===== src/rtl/alu_result_stage.sv =====
// alu_result_stage: registered ALU output stage with N/Z/C/V flag capture,
// a two-entry skid buffer on a valid/ready handshake, and a delivered-result counter.
`default_nettype none

module alu_result_stage #(
   parameter int WIDTH = 32,
   parameter int CNTW  = 16
) (
   input  logic             clk_i,
   input  logic             rst_n_i,
   input  logic             flush_i,
   input  logic             valid_i,
   output logic             ready_o,
   input  logic [WIDTH-1:0] result_i,
   input  logic             carry_i,
   input  logic             overflow_i,
   output logic             valid_o,
   input  logic             ready_i,
   output logic [WIDTH-1:0] result_o,
   output logic [3:0]       flags_o,
   output logic [CNTW-1:0]  count_o
);

   typedef enum logic [1:0] {
      EMPTY = 2'd0,
      BUSY  = 2'd1,
      FULL  = 2'd2
   } state_t;

   state_t           state;
   state_t           state_nxt;
   logic [WIDTH-1:0] main_res;
   logic [3:0]       main_flg;
   logic [WIDTH-1:0] skid_res;
   logic [3:0]       skid_flg;
   logic [CNTW-1:0]  count;
   logic [3:0]       in_flg;
   logic             in_fire;
   logic             out_fire;
   logic             load_m_in;
   logic             load_m_skid;
   logic             load_s_in;

   // Flags are frozen into the entry at capture so they can never drift from the result.
   assign in_flg   = {result_i[WIDTH-1], (result_i == '0), carry_i, overflow_i};
   assign ready_o  = (state != FULL);
   assign valid_o  = (state != EMPTY);
   assign in_fire  = valid_i & ready_o;
   assign out_fire = valid_o & ready_i;
   assign result_o = main_res;
   assign flags_o  = main_flg;
   assign count_o  = count;

   always_comb begin
      state_nxt   = state;
      load_m_in   = 1'b0;
      load_m_skid = 1'b0;
      load_s_in   = 1'b0;
      if (flush_i) begin
         state_nxt = EMPTY;
      end else begin
         case (state)
            EMPTY: begin
               if (in_fire) begin
                  state_nxt = BUSY;
                  load_m_in = 1'b1;
               end
            end
            BUSY: begin
               if (in_fire && out_fire) begin
                  load_m_in = 1'b1;
               end else if (in_fire) begin
                  state_nxt = FULL;
                  load_s_in = 1'b1;
               end else if (out_fire) begin
                  state_nxt = EMPTY;
               end
            end
            FULL: begin
               if (out_fire) begin
                  state_nxt   = BUSY;
                  load_m_skid = 1'b1;
               end
            end
            default: state_nxt = EMPTY;
         endcase
      end
   end

   always_ff @(posedge clk_i or negedge rst_n_i) begin
      if (!rst_n_i) begin
         state    <= EMPTY;
         main_res <= '0;
         main_flg <= '0;
         skid_res <= '0;
         skid_flg <= '0;
      end else begin
         state <= state_nxt;
         if (load_m_in) begin
            main_res <= result_i;
            main_flg <= in_flg;
         end else if (load_m_skid) begin
            main_res <= skid_res;
            main_flg <= skid_flg;
         end
         if (load_s_in) begin
            skid_res <= result_i;
            skid_flg <= in_flg;
         end
      end
   end

   // Counts every out_fire, including one in a flush cycle; only reset clears it.
   always_ff @(posedge clk_i or negedge rst_n_i) begin
      if (!rst_n_i) begin
         count <= '0;
      end else if (out_fire && (count != {CNTW{1'b1}})) begin
         count <= count + 1'b1;
      end
   end

endmodule

`default_nettype wire


===== config.mk =====
export PLATFORM = sky130hd
export DESIGN_NAME = alu_result_stage
export DESIGN_NICKNAME = d
export VERILOG_FILES = /design/src/rtl/alu_result_stage.sv
export SDC_FILE = /design/constraint.sdc
export NUM_CORES = 1
export LEC_CHECK = 0
export CAP_MARGIN = 20
export CORE_ASPECT_RATIO = 0.9
export CORE_MARGIN = 2
export CORE_UTILIZATION = 35
export DETAILED_ROUTE_END_ITERATION = 8
export DONT_BUFFER_PORTS = 1
export PLACE_DENSITY = 0.54
export SYNTH_ARGS = -nofsm -noshare
export SYNTH_HDL_FRONTEND = slang
export SYNTH_SLANG_ARGS = --single-unit

===== constraint.sdc =====
create_clock -name clk_i -period 2.96 [get_ports clk_i]
set_input_delay 0.592 -clock clk_i [delete_from_list [all_inputs] [get_ports clk_i]]
set_output_delay 0.592 -clock clk_i [all_outputs]
set_load 0.01 [all_outputs]

Run 1, routed clock nets over the placement:
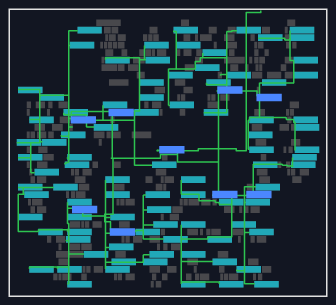
- blue: clock-net drivers (count 9)
- cyan: flip-flops (count 88)
- green: clock wires (length 1140 um)
- flops lie: spread over the die
power attributed to the clock group: 0.000998 W
clock network fraction of total power: 32.4%
post-route clock skew: 0.00504 ns

Run 1, gate families picked out:
The bar under the picture is 20 um long.
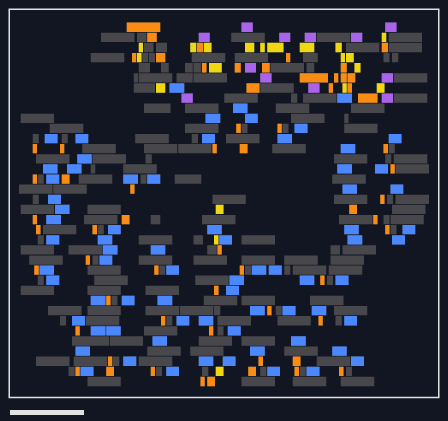
- orange: nor cells (cells 62; where spread over the die)
- purple: xor and xnor cells (cells 12)
- yellow: nand cells (cells 20)
- blue: mux cells (cells 72)

Run 1, sizing map:
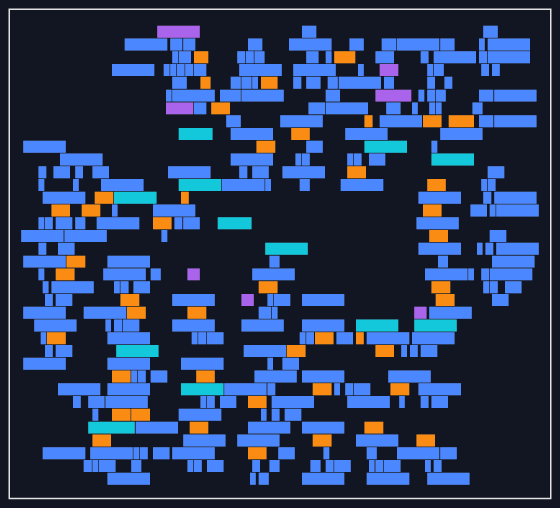
- blue: x1 and smaller (cells 261; share 80%)
- orange: x2 (cells 45; share 14%)
- purple: x3 and x4 (cells 7; share 2.2%)
- cyan: x6 and larger (cells 12; share 3.7%)

==> metrics.log, run 1 <==
[flow] collecting metrics
[metrics] total track usage: 14.4%
[metrics] Clk Latency, worst-skew pair: 0.33 ns
[metrics] Max Transition Viols Final: 0
[metrics] clock tree from TritonCTS: built
[metrics] # hold bufs at CTS: 1
[metrics] placeable core region: 10800 um^2
[metrics] Synth flops: 88
[metrics] antenna fix cells: 0
[metrics] cell count after placement: 442
[metrics] number of buffers inserted by post-CTS setup repair: 0
[metrics] top logic cells by instance count in the layout: sky130_fd_sc_hd__dfrtp_1, sky130_fd_sc_hd__nor2_1, sky130_fd_sc_hd__mux2_2
[metrics] status: completed
[metrics] share of final-layout standard cells stronger than drive strength 1: 19.7%
[metrics] Hold Violations, Final: 0
[metrics] TritonCTS buffer count: 9
[metrics] CP Data Required Time: 3.17 ns
[metrics] detailed-router iteration count before antenna repair: 4
[metrics] sequential-to-total area share from yosys stat: 56.7%
[metrics] routed len/inst: 17.9 um
[metrics] critical path startpoint: state[1]
[metrics] Final Wtd Congestion: 0.749
[metrics] remaining max-slew budget at the tightest pin: 40.9%
[metrics] VDD IR-drop max: 326 uV
[metrics] mean instance size in the synthesized netlist: 12.1 um^2
[metrics] per-cell via count in the routed design: 5.21
[run 1: worst paths after layout]
path                       cells after the start           end  slack (ns)
min in group clk_i                             1      state[0]        0.32
max                                            4  skid_res[15]        0.73
min                                            1  result_o[28]        0.17
max reg2reg                                    4  skid_res[15]        0.73
min reg2reg                                    1  skid_res[18]        0.50
max in group asynchronous                      1  skid_res[12]        2.43
[run 1: cells by family after synthesis]
group | Yosys count | synth area share, %
XOR/XNOR | 12 | 2.71
buffers and inverters | 18 | 2.32
adder cells (fa/ha/maj) | 1 | 0.322
AND-OR/OR-AND | 45 | 6.19
flip-flops | 88 | 56.7
AND/OR/NAND/NOR | 86 | 12.0
multiplexers | 72 | 19.8
[run 1: synth_stat cells, drive strengths merged (2+ instances only)]
cell type,n,area [um^2]
dfrtp,88,2200
nand3b,2,15.0
xnor2,2,17.5
nor2,41,154
clkbuf,7,26.3
o21ai,4,23.8
buf,10,60.1
nand4,6,43.8
mux2i,35,350
mux2,37,417
a21oi,36,180
nor3b,2,15.0
nor4bb,2,20.0
a31oi,2,12.5
nand3,4,25.0
nand2,7,26.3
xor2,10,87.6
nor4,11,83.8
nor3,5,25.0
[run 1: critical path, cell delays in order (launching register included)]
cell and delay [ns]:
sky130_fd_sc_hd__dfrtp_1 0.45, sky130_fd_sc_hd__nor3b_1 0.43, sky130_fd_sc_hd__nand3b_1 0.52, sky130_fd_sc_hd__buf_4 0.41
sky130_fd_sc_hd__mux2_2 0.29
[run 1: power breakdown]
group | switching, W | internal (W) | leakage (nW) | total, W
Sequential | 0.000249 | 0.00146 | 1.06 | 0.00171
Clock | 0.000439 | 0.000560 | 0.125 | 0.000998
Combinational | 0.000158 | 0.000214 | 0.594 | 0.000372
[run 1: metrics by stage]
step | setup slack (ns) | power [W] | instance area, um^2
after floorplan | 1.11 | 0.00198 | 3880
after global placement | 0.609 | 0.00206 | 4040
after global routing | 0.549 | 0.00325 | 4330
final | 0.728 | 0.00308 | 4330
after detailed placement | 0.611 | 0.00208 | 4040
after CTS | 0.692 | 0.00312 | 4330
[run 1: sequential cells by signal, indices dropped and copies added (netlist names)]
signal and count:
skid_flg 3, flags_o 3, count_o 16, result_o 32, state 2, skid_res 32
[run 1: layer usage]
| metal | wire length (um) | global-route usage, % | up-vias |
|---|---|---|---|
| met3 | 474 | 5.19 | 7 |
| met5 | 0 | 0 | - |
| met2 | 3930 | 22.6 | 51 |
| met4 | 105 | 4.65 | 0 |
| li1 | - | - | 1145 |
| met1 | 3690 | 18.5 | 1184 |
[run 1: layout make-up]
class | instances | area, um^2 | area share [%]
clock buffer | 11 | 233 | 5.38
inverter | 1 | 3.75 | 0.0868
sequential | 88 | 2200 | 50.9
clock inverter | 4 | 22.5 | 0.521
timing repair buffer | 5 | 82.6 | 1.91
tap | 133 | 166 | 3.85
multi-input combinational | 216 | 1620 | 37.4
--- run 2 (diff from run 1) ---
Clock period 2.96 ns to 2.1 ns, I/O delays scaled along.
Run 2, congestion heat map:
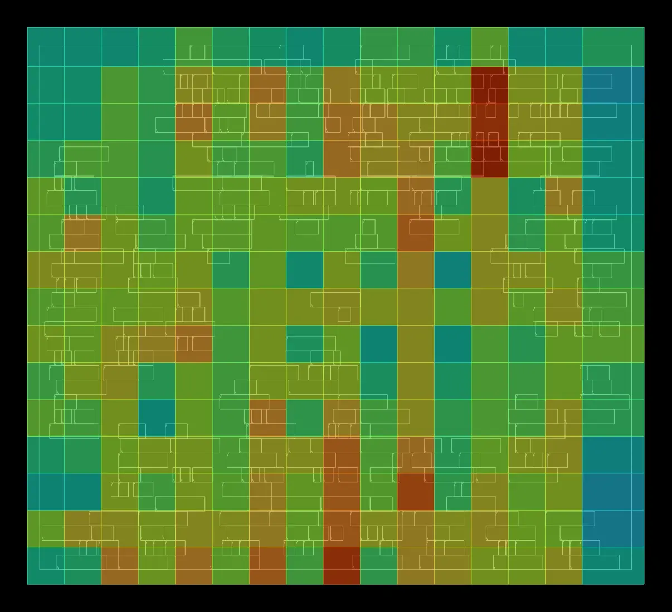
Post-Route Utilization: 40.6%
met1 global-route usage: 18.8%

==> run 2 against run 1 <==
  * The run now ends with hold timing left
  * Synthesized cell count did not move
  * Synthesized area is the same
  * Critical endpoint is now count_o[12]
  * Non-clock buffer count is 2 higher
  * Setup slack got worse by 0.58 ns
  * Clock skew decreased by 0.0010 ns
  * Cell count grew 0.66%
  * Fmax increased by 14%
  * Die size unchanged
==> metrics.log, run 2 <==
[flow] collecting metrics
[metrics] TritonCTS buffer count: 9 (unchanged)
[metrics] sequential-to-total area share from yosys stat: 56.7% (unchanged)
[metrics] clock tree from TritonCTS: built
[metrics] VDD IR-drop max: 605 uV (+86%)
[metrics] CP Data Required Time: 2.33 ns (-0.84 ns)
[metrics] number of buffers inserted by post-CTS setup repair: 0 (unchanged)
[metrics] Cell Area, Placed: 4070 um^2 (+0.56%)
[metrics] detailed-router iteration count before antenna repair: 4 (unchanged)
[metrics] Hold Violations, Final: 88 (+88)
[metrics] Sequential cell area: 2200 um^2 (unchanged)
[metrics] status: finished, violations left
[metrics] share of final-layout standard cells stronger than drive strength 1: 21.0% (+1.3 points)
[metrics] top logic cells by instance count in the layout: sky130_fd_sc_hd__dfrtp_1, sky130_fd_sc_hd__nor2_1, sky130_fd_sc_hd__mux2_2
[metrics] Sinks on Clock Net: 88
[metrics] mean instance size in the synthesized netlist: 12.1 um^2 (unchanged)
[metrics] remaining max-slew budget at the tightest pin: 65.3% (+24 points)
[metrics] XOR/XNOR Area Share: 2.71% (unchanged)
[metrics] post-route clock skew: 0.00402 ns (-0.00103 ns)
[metrics] total track usage: 14.9% (+0.55 points)
[metrics] Max-area cell share: 56.7% (unchanged)
[metrics] violated checks: hold timing
[metrics] library cell with the highest instance count after synthesis: sky130_fd_sc_hd__dfrtp_1
[metrics] top logic cell family in the synthesized netlist: multiplexers
[metrics] cell type with the highest aggregate area in the netlist: sky130_fd_sc_hd__dfrtp_1
[metrics] post-synthesis mux area share: 19.8% (unchanged)
[metrics] Post-Synth AOI/OAI Area: 6.19% (unchanged)
[metrics] Max Transition Viols Final: 0 (unchanged)
[metrics] Hold Worst Slack: -0.226 ns
[metrics] area fraction in and, or, nand and nor cells: 12.0% (unchanged)
[metrics] number of rows created at floorplan: 36
[metrics] final instance area: 4380 um^2 (+1.3%)
[metrics] area occupied by multi-input gates: 1620 um^2 (unchanged)
[metrics] per-cell via count in the routed design: 5.14 (-1.4%)
[metrics] routed len/inst: 17.7 um (-0.93%)
[metrics] Top area cell types: sky130_fd_sc_hd__dfrtp_1, sky130_fd_sc_hd__mux2_2, sky130_fd_sc_hd__mux2i_1
Run 2, sizing map:
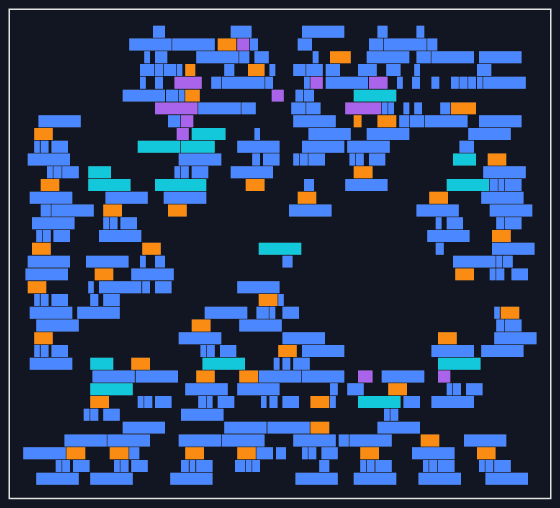
- cyan: x6 and larger (cells 15; share 4.6%)
- orange: x2 (cells 43; share 13%)
- purple: x3 and x4 (cells 11; share 3.4%)
- blue: x1 and smaller (cells 259; share 79%)

run 2: logic make-up after synthesis:
logic type	after synthesis
AOI/OAI and AO/OA	45
xor gates and xnor gates	12
adders and majority gates	1
buffers and inverters	18
DFF	88
muxes	72
and+or+nand+nor	86
run 2: worst max-delay path, stage by stage (launching register included):
cell and delay [ns]:
sky130_fd_sc_hd__dfrtp_1 0.45, sky130_fd_sc_hd__ha_1 0.26, sky130_fd_sc_hd__nand3_2 0.18, sky130_fd_sc_hd__or3_1 0.48, sky130_fd_sc_hd__nor2_1 0.13, sky130_fd_sc_hd__mux2_2 0.34
run 2: stage by stage:
step / utilization (%) / total power [W] / worst slack, ns / hold slack [ns] / instances
3_5_place_dp: 37.6 / 0.00295 / 0.180 / 0.126 / 445
4_1_cts: 40.6 / 0.00464 / 0.140 / -0.248 / 461
5_1_grt: 40.6 / 0.00481 / 0.0427 / -0.252 / 461
6_report: 40.6 / 0.00456 / 0.145 / -0.226 / 461
3_3_place_gp: 37.6 / 0.00291 / 0.216 / 0.126 / 445
2_1_floorplan: - / 0.00279 / 0.296 / 0.124 / 322
run 2: per-layer routing:
layer	GRT usage, %	up-vias	part of all wire (%)
met3	5.54	13	6.0
met1	18.8	1156	45
met4	6.20	0	2.0
met5	0	-	0
li1	-	1154	-
met2	23.1	45	47
run 2: where the power goes:
part	internal [W]	total, W	switching (W)
combinational	0.000310	0.000523	0.000212
clock	0.00102	0.00166	0.000637
sequential	0.00206	0.00238	0.000326
total	0.00338	0.00456	0.00118
run 2: final timing paths:
kind                       slack, ns   startpoint           end  cells after the start
max                             0.14   count_o[1]   count_o[12]                      5
min in group clk_i              0.14      flush_i      state[0]                      1
min                            -0.23      rst_n_i  result_o[30]                      0
min reg2reg                     0.51  skid_res[8]   skid_res[8]                      1
max reg2reg                     0.14   count_o[1]   count_o[12]                      5
max in group asynchronous       2.18      rst_n_i    count_o[9]                      0
run 2: layout make-up:
class                      instances  area share, %
clock inverter                     4           1.17
sequential                        88           50.2
timing repair buffer               7           1.77
inverter                           1         0.0856
multi-input combinational        216           36.9
tap                              133           3.80
clock buffer                      12           6.08
--- run 3 (diff from run 2) ---
Settings changed: CAP_MARGIN 20 to 5, CORE_MARGIN 2 to unset, SLEW_MARGIN set to 25.
Run 3, gate families picked out:
The bar under the picture is 20 um long.
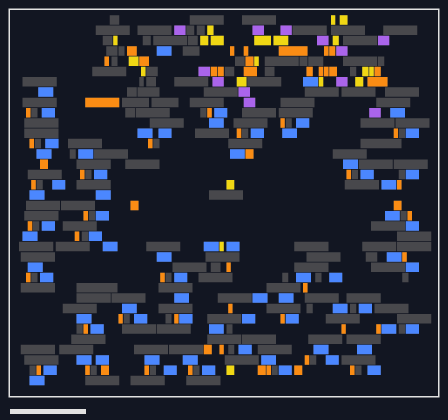
- orange: nor cells (cells 62; where spread over the die)
- blue: mux cells (cells 72; where spread over the die)
- purple: xor and xnor cells (cells 12)
- yellow: nand cells (cells 20)
final cell count without fillers: 461
Comb area share: 36.9%

==> run 3 against run 2 <==
  * The run still ends with hold timing left
  * Total power grew 0.50%
  * Wire length down 2.7%
  * Sequential power about the same
  * Sequential share of layout area is essentially flat
  * Fmax up 1.3%
  * Synthesized area unchanged
  * First-iteration DRC count is 1.7% lower
  * Global-route usage is 0.050 points lower
  * Non-clock buffer count unchanged
  * Clock skew increased by 0.0032 ns
  * Die size down 3.6%
  * Core utilization about the same
==> metrics.log, run 3 <==
[flow] collecting metrics
[metrics] status: finished, violations left
[metrics] violated checks: hold timing
[metrics] VDD IR-drop max: 635 uV (+4.9%)
[metrics] cell type with the highest aggregate area in the netlist: sky130_fd_sc_hd__dfrtp_1
[metrics] Top area cell types: sky130_fd_sc_hd__dfrtp_1, sky130_fd_sc_hd__mux2_2, sky130_fd_sc_hd__mux2i_1
[metrics] Sinks on Clock Net: 88 (unchanged)
[metrics] TritonCTS buffer count: 9 (unchanged)
[metrics] total track usage: 14.9% (-0.050 points)
[metrics] endpoint of the worst-slack reg-to-reg timing path: count_o[12]
[metrics] depth of the most critical reg-to-reg path: 5 (unchanged)
[metrics] setup slack after placement: 0.182 ns (+0.00205 ns)
[metrics] share of final-layout standard cells stronger than drive strength 1: 21.0% (unchanged)
[metrics] Hold Worst Slack: -0.225 ns (+0.00106 ns)
[metrics] number of rows created at floorplan: 36 (unchanged)
[metrics] RR Startpoint: count_o[1]
[metrics] number of buffers inserted by post-CTS setup repair: 0 (unchanged)
[metrics] mean instance size in the synthesized netlist: 12.1 um^2 (unchanged)
[metrics] post-synthesis mux area share: 19.8% (unchanged)
[metrics] clock tree from TritonCTS: built
[metrics] detailed-router iteration count before antenna repair: 4 (unchanged)
[metrics] Hold Violations, Final: 88 (unchanged)
[metrics] area fraction in and, or, nand and nor cells: 12.0% (unchanged)
[metrics] remaining max-slew budget at the tightest pin: 64.7% (-0.62 points)
[metrics] Max Transition Viols Final: 0 (unchanged)
[metrics] library cell with the highest instance count after synthesis: sky130_fd_sc_hd__dfrtp_1
[metrics] Max-area cell share: 56.7% (unchanged)
[metrics] Post-Synth AOI/OAI Area: 6.19% (unchanged)
[metrics] top logic cells by instance count in the layout: sky130_fd_sc_hd__dfrtp_1, sky130_fd_sc_hd__nor2_1, sky130_fd_sc_hd__mux2_2
[metrics] total design power: 0.00458 W (+0.50%)
[metrics] post-route clock skew: 0.00717 ns (+0.00315 ns)
[metrics] register-to-register setup slack: 0.17 ns (+0.03 ns)
[metrics] Post-Route Utilization: 40.6% (about the same)
[metrics] top logic cell family in the synthesized netlist: multiplexers
[metrics] per-cell via count in the routed design: 5.23 (+1.8%)
Run 3, M3 wires:
Cells faint in the background.
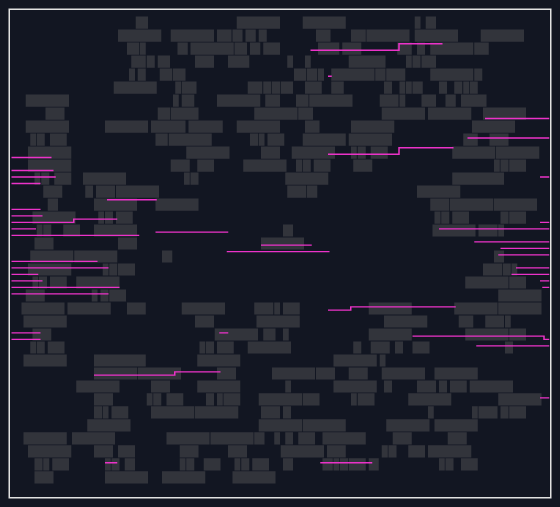
- share of all routed wire: 6.7%
- wire length on this layer: 536 um
routing usage on met3: 6.35%
DRT Wirelength: 7.96 mm
detailed-route via count: 2410

-- run 3: cell counts after synthesis --
No cell type changed its count.
-- run 3: kinds of logic after synthesis --
| family | after synthesis |
|---|---|
| buf+inv | 18 |
| fa+ha+maj | 1 |
| xor+xnor | 12 |
| simple gates | 86 |
| flops | 88 |
| mux | 72 |
| compound gates | 45 |
-- run 3: cell type report --
type                            instances  area, um^2  area share, %
Multi-Input combinational cell        216        1620           36.9
Sequential cell                        88        2200           50.2
Inverter                                1        3.75         0.0856
Clock inverter                          7        93.8           2.14
Tap cell                              133         166           3.79
Clock buffer                            9         225           5.14
Timing Repair Buffer                    7        77.6           1.77
-- run 3: where the power goes --
| group | total, W | switching [W] | internal (W) |
|---|---|---|---|
| Clock | 0.00169 | 0.000646 | 0.00104 |
| Combinational | 0.000521 | 0.000210 | 0.000311 |
| Sequential | 0.00237 | 0.000319 | 0.00205 |
| Total | 0.00458 | 0.00118 | 0.00341 |
-- run 3: stage by stage --
| stage | instances | area, um^2 |
|---|---|---|
| after detailed placement | 445 | 4070 |
| after global routing | 461 | 4390 |
| after floorplan | 322 | 3880 |
| after global placement | 445 | 4070 |
| final | 461 | 4390 |
| after CTS | 461 | 4390 |
-- run 3: worst max-delay path, cell delays in order, from the launching register on --
cell	delay, ns
sky130_fd_sc_hd__dfrtp_1	0.46
sky130_fd_sc_hd__ha_1	0.25
sky130_fd_sc_hd__nand3_2	0.17
sky130_fd_sc_hd__or3_1	0.47
sky130_fd_sc_hd__nor2_1	0.14
sky130_fd_sc_hd__mux2_2	0.34
-- run 3: worst max-delay path by stage --
stage                from           to  slack, ns
2_1_floorplan  count_o[0]  count_o[12]       0.30
3_3_place_gp   count_o[1]  count_o[12]       0.23
3_5_place_dp   count_o[1]  count_o[12]       0.18
4_1_cts        count_o[1]  count_o[12]       0.17
5_1_grt        count_o[1]  count_o[12]       0.05
6_report       count_o[1]  count_o[12]       0.17
-- run 3: routing by layer --
metal	vias to the layer above	wire (um)	track usage, %
li1	1153	-	-
met3	9	535	6.35
met1	1198	3560	18.7
met4	0	110	5.87
met2	50	3760	22.8
met5	-	0	0
Power and IR drop assume default switching activity.
